--- config.mk ---
export PLATFORM = sky130hd
export DESIGN_NAME = uart_io_sequencer_flat
export DESIGN_NICKNAME = d
export VERILOG_FILES = /design/src/rtl/uart_io_sequencer_if.sv /design/src/rtl/uart_io_sequencer.sv /design/src/flat_wrapper.sv
export SDC_FILE = /design/constraint.sdc
export NUM_CORES = 1
export LEC_CHECK = 0
export ABC_AREA = 1
export CORE_MARGIN = 1
export CORE_UTILIZATION = 43
export DETAILED_ROUTE_END_ITERATION = 12
export GPL_ROUTABILITY_DRIVEN = 0
export PLACE_DENSITY = 0.67
export SETUP_SLACK_MARGIN = 0.02
export SYNTH_ARGS = -nofsm -noshare
export SYNTH_HDL_FRONTEND = slang
export SYNTH_SLANG_ARGS = --single-unit
--- constraint.sdc ---
create_clock -name clock -period 2.2 [get_ports clock]
set_input_delay 0.22 -clock clock [delete_from_list [all_inputs] [get_ports clock]]
set_output_delay 0.22 -clock clock [all_outputs]
set_load 0.005 [all_outputs]
--- src/rtl/uart_io_sequencer_if.sv ---
// Signal bundle between the CPU decode stage, the sequencer and the UART TX/RX cores.
// slave is the sequencer's view; master is the CPU/UART environment's view.
interface uart_io_sequencer_if;
  logic [5:0] opcode;
  logic [7:0] cpu_wdata;
  logic [7:0] cpu_rdata;
  logic       cpu_stall;
  logic [7:0] tx_data;
  logic       tx_start;
  logic       tx_busy;
  logic [7:0] rx_data;
  logic       rx_valid;
  logic       rx_overrun;
  logic       rx_timeout;

  modport slave (
    input  opcode, cpu_wdata, tx_busy, rx_data, rx_valid,
    output cpu_rdata, cpu_stall, tx_data, tx_start, rx_overrun, rx_timeout
  );

  modport master (
    output opcode, cpu_wdata, tx_busy, rx_data, rx_valid,
    input  cpu_rdata, cpu_stall, tx_data, tx_start, rx_overrun, rx_timeout
  );
endinterface

--- src/rtl/uart_io_sequencer.sv ---
// Sequences CPU send/receive instructions onto the UART cores, stalling the CPU meanwhile.
// Optional receive timeout is enabled by defining UART_RCV_TIMEOUT_EN.
module uart_io_sequencer #(
  parameter logic [5:0]  OPCODE_SND     = 6'b010001,
  parameter logic [5:0]  OPCODE_RCV     = 6'b010010,
  parameter int unsigned FIFO_DEPTH     = 4,
  parameter int unsigned TIMEOUT_CYCLES = 50000
) (
  input logic                clock,
  input logic                reset_n,
  uart_io_sequencer_if.slave bus
);

  localparam int unsigned PtrW = $clog2(FIFO_DEPTH);

  localparam logic [2:0] StIdle    = 3'd0;
  localparam logic [2:0] StTxStart = 3'd1;
  localparam logic [2:0] StTxWait  = 3'd2;
  localparam logic [2:0] StRxWait  = 3'd3;
  localparam logic [2:0] StDone    = 3'd4;

  logic [2:0]    state_q, state_d;
  logic [7:0]    tx_data_q, tx_data_d;
  logic [7:0]    cpu_rdata_q, cpu_rdata_d;
  logic          busy_seen_q, busy_seen_d;
  logic          rx_overrun_q, rx_overrun_d;
  logic [PtrW:0] wr_ptr_q, rd_ptr_q;
  logic [7:0]    fifo_mem [FIFO_DEPTH];

  logic is_snd, is_rcv;
  logic fifo_empty, fifo_full, fifo_push, fifo_pop;
  logic timeout_hit;

  assign is_snd = (bus.opcode == OPCODE_SND);
  assign is_rcv = (bus.opcode == OPCODE_RCV);

  // Extra pointer MSB distinguishes full from empty when the index bits match.
  assign fifo_empty = (wr_ptr_q == rd_ptr_q);
  assign fifo_full  = (wr_ptr_q[PtrW] != rd_ptr_q[PtrW]) &&
                      (wr_ptr_q[PtrW-1:0] == rd_ptr_q[PtrW-1:0]);
  assign fifo_pop   = (state_q == StRxWait) && !fifo_empty;
  assign fifo_push  = bus.rx_valid && (!fifo_full || fifo_pop);

`ifdef UART_RCV_TIMEOUT_EN
  localparam logic [15:0] TimeoutLast = 16'(TIMEOUT_CYCLES - 1);

  logic [15:0] timeout_cnt_q;
  logic        rx_timeout_q;

  // A byte arriving on the would-be timeout cycle wins and freezes the counter.
  assign timeout_hit = (state_q == StRxWait) && fifo_empty && !bus.rx_valid &&
                       (timeout_cnt_q == TimeoutLast);

  always_ff @(posedge clock or negedge reset_n) begin
    if (!reset_n) begin
      timeout_cnt_q <= 16'd0;
      rx_timeout_q  <= 1'b0;
    end else begin
      rx_timeout_q <= timeout_hit;
      if (state_q != StRxWait) begin
        timeout_cnt_q <= 16'd0;
      end else if (fifo_empty && !bus.rx_valid) begin
        timeout_cnt_q <= timeout_cnt_q + 16'd1;
      end
    end
  end

  assign bus.rx_timeout = rx_timeout_q;
`else
  logic unused_timeout;
  assign unused_timeout = ^TIMEOUT_CYCLES;
  assign timeout_hit    = 1'b0;
  assign bus.rx_timeout = 1'b0;
`endif

  always_comb begin
    state_d      = state_q;
    tx_data_d    = tx_data_q;
    cpu_rdata_d  = cpu_rdata_q;
    busy_seen_d  = busy_seen_q;
    rx_overrun_d = rx_overrun_q;

    if (bus.rx_valid && fifo_full && !fifo_pop) begin
      rx_overrun_d = 1'b1;
    end

    case (state_q)
      StIdle: begin
        if (is_snd) begin
          tx_data_d = bus.cpu_wdata;
          state_d   = StTxStart;
        end else if (is_rcv) begin
          state_d = StRxWait;
        end
      end
      StTxStart: begin
        if (!bus.tx_busy) begin
          busy_seen_d = 1'b0;
          state_d     = StTxWait;
        end
      end
      StTxWait: begin
        // Only a falling busy ends the transfer; busy rises one cycle after the start pulse.
        if (bus.tx_busy) begin
          busy_seen_d = 1'b1;
        end else if (busy_seen_q) begin
          state_d = StDone;
        end
      end
      StRxWait: begin
        if (fifo_pop) begin
          cpu_rdata_d = fifo_mem[rd_ptr_q[PtrW-1:0]];
          state_d     = StDone;
        end else if (timeout_hit) begin
          cpu_rdata_d = 8'hFF;
          state_d     = StDone;
        end
      end
      StDone: begin
        // Opcode is ignored here so the instruction just completed is not re-issued.
        state_d = StIdle;
      end
      default: state_d = StIdle;
    endcase
  end

  always_comb begin
    case (state_q)
      StIdle:                       bus.cpu_stall = is_snd || is_rcv;
      StTxStart, StTxWait, StRxWait: bus.cpu_stall = 1'b1;
      default:                      bus.cpu_stall = 1'b0;
    endcase
  end

  assign bus.tx_start   = (state_q == StTxStart) && !bus.tx_busy;
  assign bus.tx_data    = tx_data_q;
  assign bus.cpu_rdata  = cpu_rdata_q;
  assign bus.rx_overrun = rx_overrun_q;

  always_ff @(posedge clock or negedge reset_n) begin
    if (!reset_n) begin
      state_q      <= StIdle;
      tx_data_q    <= 8'd0;
      cpu_rdata_q  <= 8'd0;
      busy_seen_q  <= 1'b0;
      rx_overrun_q <= 1'b0;
      wr_ptr_q     <= '0;
      rd_ptr_q     <= '0;
    end else begin
      state_q      <= state_d;
      tx_data_q    <= tx_data_d;
      cpu_rdata_q  <= cpu_rdata_d;
      busy_seen_q  <= busy_seen_d;
      rx_overrun_q <= rx_overrun_d;
      if (fifo_push) begin
        wr_ptr_q <= wr_ptr_q + {{PtrW{1'b0}}, 1'b1};
      end
      if (fifo_pop) begin
        rd_ptr_q <= rd_ptr_q + {{PtrW{1'b0}}, 1'b1};
      end
    end
  end

  // Storage needs no reset; the pointers define which entries are live.
  always_ff @(posedge clock) begin
    if (fifo_push) begin
      fifo_mem[wr_ptr_q[PtrW-1:0]] <= bus.rx_data;
    end
  end

endmodule
--- src/flat_wrapper.sv ---
// flat-port wrapper written by rule: the top's interface ports become plain ports
module uart_io_sequencer_flat 
#(
  parameter logic [5:0]  OPCODE_SND     = 6'b010001,
  parameter logic [5:0]  OPCODE_RCV     = 6'b010010,
  parameter int unsigned FIFO_DEPTH     = 4,
  parameter int unsigned TIMEOUT_CYCLES = 50000
)
  (clock, reset_n, bus_opcode, bus_cpu_wdata, bus_tx_busy, bus_rx_data, bus_rx_valid, bus_cpu_rdata, bus_cpu_stall, bus_tx_data, bus_tx_start, bus_rx_overrun, bus_rx_timeout);
  uart_io_sequencer_if bus_i ();
  input logic clock;
  input logic reset_n;
  input wire logic [$bits(bus_i.opcode)-1:0] bus_opcode;
  input wire logic [$bits(bus_i.cpu_wdata)-1:0] bus_cpu_wdata;
  input wire logic [$bits(bus_i.tx_busy)-1:0] bus_tx_busy;
  input wire logic [$bits(bus_i.rx_data)-1:0] bus_rx_data;
  input wire logic [$bits(bus_i.rx_valid)-1:0] bus_rx_valid;
  output wire logic [$bits(bus_i.cpu_rdata)-1:0] bus_cpu_rdata;
  output wire logic [$bits(bus_i.cpu_stall)-1:0] bus_cpu_stall;
  output wire logic [$bits(bus_i.tx_data)-1:0] bus_tx_data;
  output wire logic [$bits(bus_i.tx_start)-1:0] bus_tx_start;
  output wire logic [$bits(bus_i.rx_overrun)-1:0] bus_rx_overrun;
  output wire logic [$bits(bus_i.rx_timeout)-1:0] bus_rx_timeout;
  assign bus_i.opcode = bus_opcode;
  assign bus_i.cpu_wdata = bus_cpu_wdata;
  assign bus_i.tx_busy = bus_tx_busy;
  assign bus_i.rx_data = bus_rx_data;
  assign bus_i.rx_valid = bus_rx_valid;
  assign bus_cpu_rdata = bus_i.cpu_rdata;
  assign bus_cpu_stall = bus_i.cpu_stall;
  assign bus_tx_data = bus_i.tx_data;
  assign bus_tx_start = bus_i.tx_start;
  assign bus_rx_overrun = bus_i.rx_overrun;
  assign bus_rx_timeout = bus_i.rx_timeout;
  uart_io_sequencer #(.OPCODE_SND(OPCODE_SND), .OPCODE_RCV(OPCODE_RCV), .FIFO_DEPTH(FIFO_DEPTH), .TIMEOUT_CYCLES(TIMEOUT_CYCLES)) u_core (.clock(clock), .reset_n(reset_n), .bus(bus_i));
endmodule
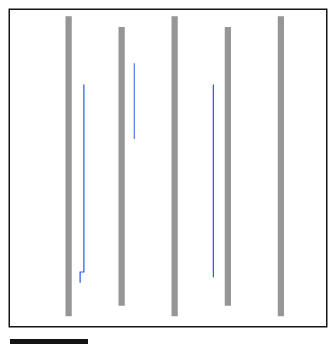
(M4 wires)
Bar = 20 um. Supply wires on this layer in grey.
The layer holds 2.4% of the routed length. 2 nets have wire on it. The longest straight run is 49.0 um. The layer carries 119 um of wire.

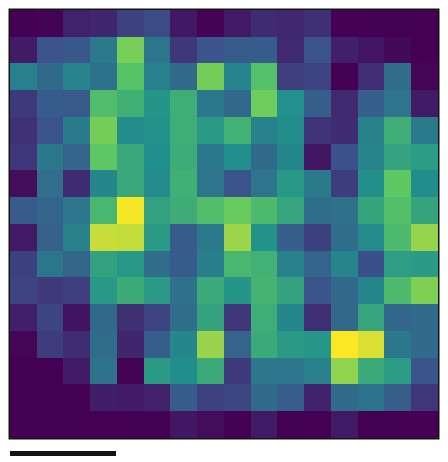
(routed metal per tile)
Bar = 20 um. The die is cut into 16 by 16 equal tiles; dark purple is low, yellow is high, scaled to the fullest tile. Values are wire area over tile area, all layers added.
The mean over all tiles is 0.12. 28% of the tiles are over half the peak. 11% of the tiles are nearly empty. The fullest tile reaches 0.34. The densest ninth of the die: centre.

==> Changelog: implementation <==
### Physical design

- R2R cell count: 9
- Die height: approximately 81 um
- Cell resize tally after clock tree synthesis: 2
- Largest net degree at the start of global routing: 28
- Clock sink count: 59
- CTS buffer count: 9
- DRT antenna net count: 0
- Busiest grt layer: met2
- Post-route clock skew: 8.88 ps
- Tool warnings: 29
- Yosys simple share: 20.9%
- DRC viols: 0
- Hold WS: 252 ps
- Top Layout Cells: nand2_1 (46), clkdlybuf4s50_1 (44), nor2_1 (36)
- Status: complete, no violations
- Clk buf depth: 2
- Row count: 28
- Initial antenna violation count: 0
- Total GRT Usage: 16.7%
- RSZ-0062 raised after global routing: false
- Synthesized Nets: 289
- WP depth: 8
- Per-cell routed wire length: 12.4 um
- Initial Util: 44.8%
- Post-layout period usage: 95.8%
- Final #Nets: 348
- Top-area cell share: a little over a third
- Number of port buffers: 44
- CTS tree: built
- P_leak: 1.47 nW
- Fin crit period: ~2100 ps
- Final worst slack: 92.5 ps
- Setup WS pre-CTS: 75.5 ps
- Max VDD drop: between 0.0006 and 0.0007 V
- Critical-path maximum fanout: 4
- CP top delay family: buffers and inverters
- Yosys Instances: roughly 260
- Syn Area/Cell: 10.3 um2
- Buffers & Inverters on Critical Path: 3
- Max Slew Vio Count: 0
- Crit path largest cell delay: 500 ps
- Most frequent logic cell in the layout: nand2_1
- Die ar.: 6520 um2
- Antenna cells: 0
- Top Layer Used: met4
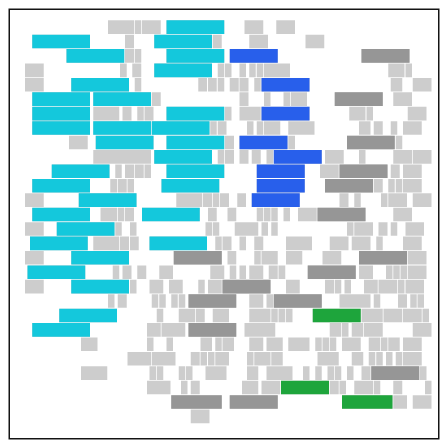
(sequential cells grouped by signal name)
Other sequential cells in the stronger grey, the rest of the logic in the fainter grey.
Key: cyan = `u_core.fifo_mem` [flops 32]; green = `u_core.state_q` [flops 3]; blue = `u_core.bus.cpu_rdata` [flops 8]
Another 16 sequential cells are not coloured.

==> layout make-up <==
class / instances / area (um2)
Clock buffer: 9 / 124
Clock inverter: 7 / 82.6
Fill cell: 553 / 2510
Inverter: 25 / 98.8
Multi-Input combinational cell: 164 / 866
Sequential cell: 59 / 1640
Tap cell: 75 / 93.8
Timing Repair Buffer: 58 / 546
==> flip-flops by register name, summed over array words and instances, names as in the netlist <==
register               count
u_core.busy_seen_q         1
u_core.bus.rx_overrun      1
u_core.rd_ptr_q            3
u_core.wr_ptr_q            3
u_core.fifo_mem           32
u_core.bus.tx_data         8
u_core.bus.cpu_rdata       8
u_core.state_q             3
==> power by group <==
part	internal, mW	total [mW]	switching [mW]
Combinational	0.847	1.80	0.948
Sequential	1.54	1.73	0.196
Clock	0.542	1.03	0.485
No activity file was given, so power comes from the tool's default toggle rates.
